<file path="src/rtl/divider_reconstructor.sv">
// divider_reconstructor: rebuilds the dividend rin = q * div + rout with a
// shift-and-add loop over the quotient bits, behind a valid/ready handshake.
// Optional feature macro: DIVIDER_RECON_EARLY_EXIT_EN -- when defined, the run
// stops as soon as no quotient bits remain set, so latency follows the highest
// set bit of q instead of always taking N cycles. Results are identical.
//
// state | meaning
// IDLE  | waiting for operands, in_ready high
// RUN   | one quotient bit consumed per cycle
// DONE  | result presented on rin, held until out_ready
module divider_reconstructor #(
    parameter int N = 4,
    parameter int M = 4
) (
    input  logic             clk,
    input  logic             rst_n,
    input  logic             in_valid,
    output logic             in_ready,
    input  logic [N-1:0]     q,
    input  logic [M-1:0]     div,
    input  logic [N-1:0]     rout,
    output logic             out_valid,
    input  logic             out_ready,
    output logic [N+M-1:0]   rin,
    output logic             busy
);

    localparam int W  = N + M;
    localparam int CW = $clog2(N + 1);

    typedef enum logic [1:0] {IDLE, RUN, DONE} state_t;

    state_t          state, state_nx;
    logic [W-1:0]    acc, acc_nx;
    logic [W-1:0]    mcand, mcand_nx;
    logic [N-1:0]    mplier, mplier_nx;
    logic [CW-1:0]   cnt, cnt_nx;
    logic            skip;
    logic            last;

    // Early exit: an all-zero multiplier ends the run untouched, and a
    // multiplier with no bits left above bit 0 ends it after this step.
`ifdef DIVIDER_RECON_EARLY_EXIT_EN
    assign skip = (mplier == '0);
    assign last = (cnt == CW'(1)) || ((mplier >> 1) == '0);
`else
    assign skip = 1'b0;
    assign last = (cnt == CW'(1));
`endif

    // State and datapath registers; reset discards any operation in flight.
    always_ff @(posedge clk or negedge rst_n) begin
        if (!rst_n) begin
            state  <= IDLE;
            acc    <= '0;
            mcand  <= '0;
            mplier <= '0;
            cnt    <= '0;
        end else begin
            state  <= state_nx;
            acc    <= acc_nx;
            mcand  <= mcand_nx;
            mplier <= mplier_nx;
            cnt    <= cnt_nx;
        end
    end

    // Next-state and datapath update: operands are captured only at accept.
    always_comb begin
        state_nx  = state;
        acc_nx    = acc;
        mcand_nx  = mcand;
        mplier_nx = mplier;
        cnt_nx    = cnt;
        case (state)
            IDLE: begin
                if (in_valid) begin
                    acc_nx    = {{M{1'b0}}, rout};
                    mcand_nx  = {{N{1'b0}}, div};
                    mplier_nx = q;
                    cnt_nx    = CW'(N);
                    state_nx  = RUN;
                end
            end
            RUN: begin
                if (skip) begin
                    state_nx = DONE;
                end else begin
                    if (mplier[0]) begin
                        acc_nx = acc + mcand;
                    end
                    mcand_nx  = mcand << 1;
                    mplier_nx = mplier >> 1;
                    cnt_nx    = cnt - CW'(1);
                    if (last) begin
                        state_nx = DONE;
                    end
                end
            end
            DONE: begin
                if (out_ready) begin
                    state_nx = IDLE;
                end
            end
            default: state_nx = IDLE;
        endcase
    end

    // Outputs decode from state and registers only.
    always_comb begin
        in_ready  = (state == IDLE);
        out_valid = (state == DONE);
        busy      = (state != IDLE);
        rin       = (state == DONE) ? acc : '0;
    end

endmodule

</file>
<file path="config.mk">
export PLATFORM = sky130hd
export DESIGN_NAME = divider_reconstructor
export DESIGN_NICKNAME = d
export VERILOG_FILES = /design/src/rtl/divider_reconstructor.sv
export SDC_FILE = /design/constraint.sdc
export NUM_CORES = 1
export LEC_CHECK = 0
export ABC_AREA = 1
export CORE_MARGIN = 1
export CORE_UTILIZATION = 47
export DETAILED_ROUTE_END_ITERATION = 16
export GPL_TIMING_DRIVEN = 1
export PLACE_DENSITY_LB_ADDON = 0.25
export REMOVE_ABC_BUFFERS = 1
export SLEW_MARGIN = 30
export SYNTH_ARGS = -nofsm -noshare
export SYNTH_HDL_FRONTEND = slang
export SYNTH_SLANG_ARGS = --single-unit
</file>
<file path="constraint.sdc">
create_clock -name clk -period 1.4 [get_ports clk]
set_input_delay 0.28 -clock clk [delete_from_list [all_inputs] [get_ports clk]]
set_output_delay 0.28 -clock clk [all_outputs]
set_load 0.02 [all_outputs]
</file>
==> notes.md <==
Physical design

Summing all non-filler instances in the final layout gives an area of 2450 µm². By instance count after routing, the leading logic cell types are nand2_1, buf_4, inv_1. Walking the worst path, the cells encountered are ha_2 -> inv_2 -> fa_2 -> inv_2 -> nand2_4 -> nand2_4 -> nand3b_1 -> nand2_1 -> nand2_1 -> nand3_2 -> nand2_2. The count of nets left with antenna violations once routing finished came out at 0.

The detailed router reports a met3 wire length of 225 µm. The critical path in the final layout is reported with a setup slack of -0.279 ns. The flow ran to the end, but the final reports show violations. The amount of wire on met2 after detailed routing stands at 2390 µm.

At the end of routability-driven placement, the weighted congestion stood at 0.801. Routed signal wires occupy layers up through met4. The checks that failed: design-rule violations, negative setup slack. Of all power groups, the one with the highest power is combinational logic. OpenSTA lists the critical path endpoint as acc[6]$_DFFE_PN0P_.

Endpoints with negative setup slack in the final report add up to 19. After floorplanning, the die was sized to cover 3370 µm². Detailed routing inserted a total of 1544 vias.

The count of flip-flops with a built-in enable after synthesis stands at 0. The final setup skew stands at 0.00539 ns. Per the GRT congestion report, total overflow comes to 0. The number of remaining DRC errors stands at 1. The worst register-to-register path has a setup slack of -0.28 ns.

STA reports the tightest min-delay check as being of type in -> async. The number of warnings the tools reported stands at 28. The total power stands at 0.00578 W. For the clock group, total power comes out at 0.000328 W.

The maximum clock frequency stands at 596 MHz. Combinational logic burns 72.3% of the power. The final clock period utilization by the worst path stands at 120%.
sequential cells by signal (all words and copies together) (netlist names):
name and cells:
acc 8, mcand 8, mplier 4, cnt 3, state 2
area by class of cell:
| type | instances | area, µm² |
|---|---|---|
| clock buffers | 3 | 22.5 |
| clock inverters | 1 | 5.00 |
| fillers | 148 | 429 |
| inverters | 36 | 151 |
| multi-input cells | 125 | 973 |
| flip-flops and latches | 25 | 626 |
| well taps | 42 | 52.6 |
| repair buffers | 65 | 604 |
| repair inverters | 2 | 12.5 |
cell families after synthesis:
family / count (synthesis) / share of synthesized area (%)
simple gates: 85 / 24.6
buf+inv: 39 / 10.6
compound gates: 29 / 12.9
flops: 25 / 42.4
fa+ha+maj: 10 / 8.98
xor+xnor: 1 / 0.593
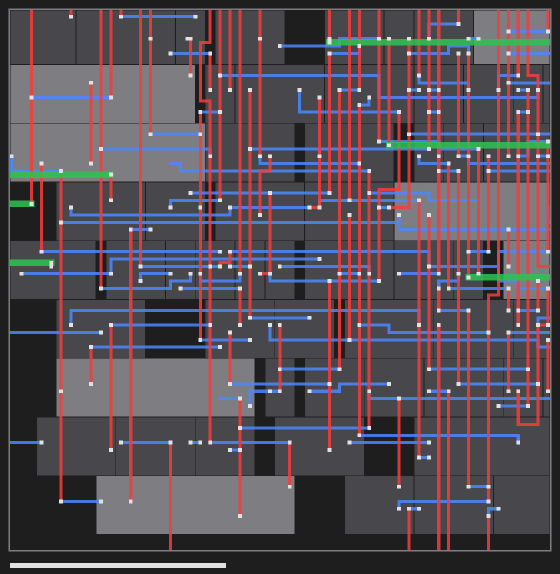
zoom.png
The bar under the picture is 10 µm long. Window x 2 to 27, y 2 to 27 µm. Cells in gray, sequential cells in the stronger gray; small squares are vias.
Red marks met2. Blue marks met1. Green marks met3.
Netlist names of flops here include `cnt` (2), `state` (2). Sequential cells in the window: 5. Most frequent: buf_6 (9), clkdlybuf4s50_1 (7), buf_4 (7). 55 logic cells have their middle in the window.

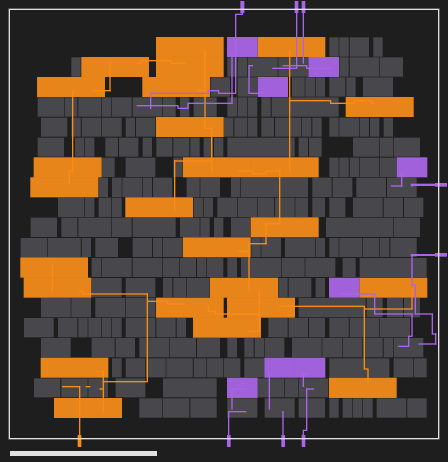
port_nets.png
The bar under the picture is 20 µm long.
Purple marks `rin`, bits 8, direction output, edge 3 south, 3 north, 2 east, end cells 8, buffers 8, wire 151 µm. Orange marks `rst_n`, bits 1, direction input, edge south, end cells 25, buffers 2, wire 212 µm.
port buffer count: 26
number of top-level pins: 27

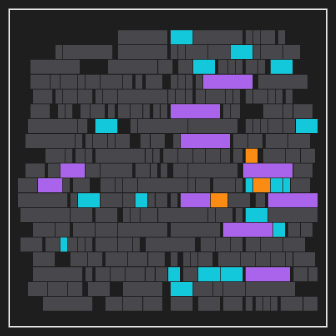
gate_families.png
Orange marks AND and OR gates, cells 3, most used or2_4. Purple marks adder and majority cells, cells 10, most used ha_4. Cyan marks NOR gates, cells 18, most used nor2_4.
combinational share of cell area: 39.8%
filler-free cell count of the finished design: 299
Top cell excl fill/tap: nand2_1

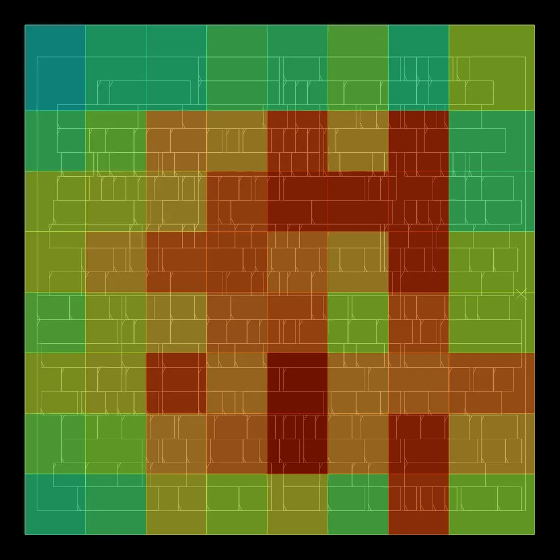
final_congestion.png
global-route met3 utilization: 3.35%
global-route met2 utilization: 47.6%
final design utilization: 85.1%
busiest grt layer: met2
post-DR wirelength/cell: 15.6 µm

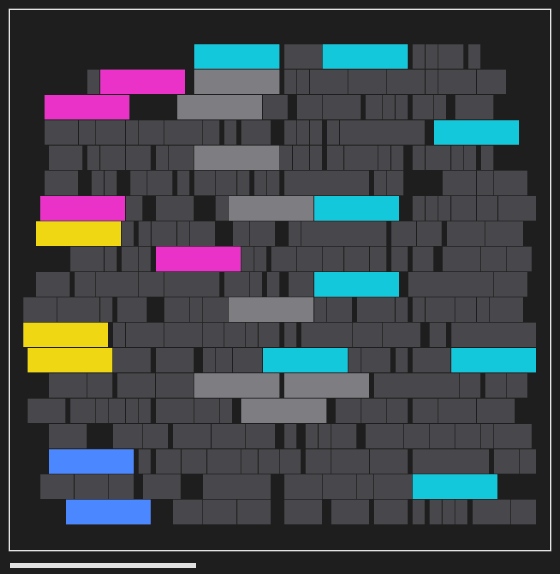
registers.png
The bar under the picture is 20 µm long.
Magenta marks `mplier`, sequential cells 4. Yellow marks `cnt`, sequential cells 3. Blue marks `state`, sequential cells 2. Cyan marks `acc`, sequential cells 8.
Another 8 sequential cells are not colored.
sequential cell power: 0.00127 W
Sequential Area: 626 µm²
fraction of standard cell area that is sequential: 25.6%

Power and IR drop assume default switching activity.
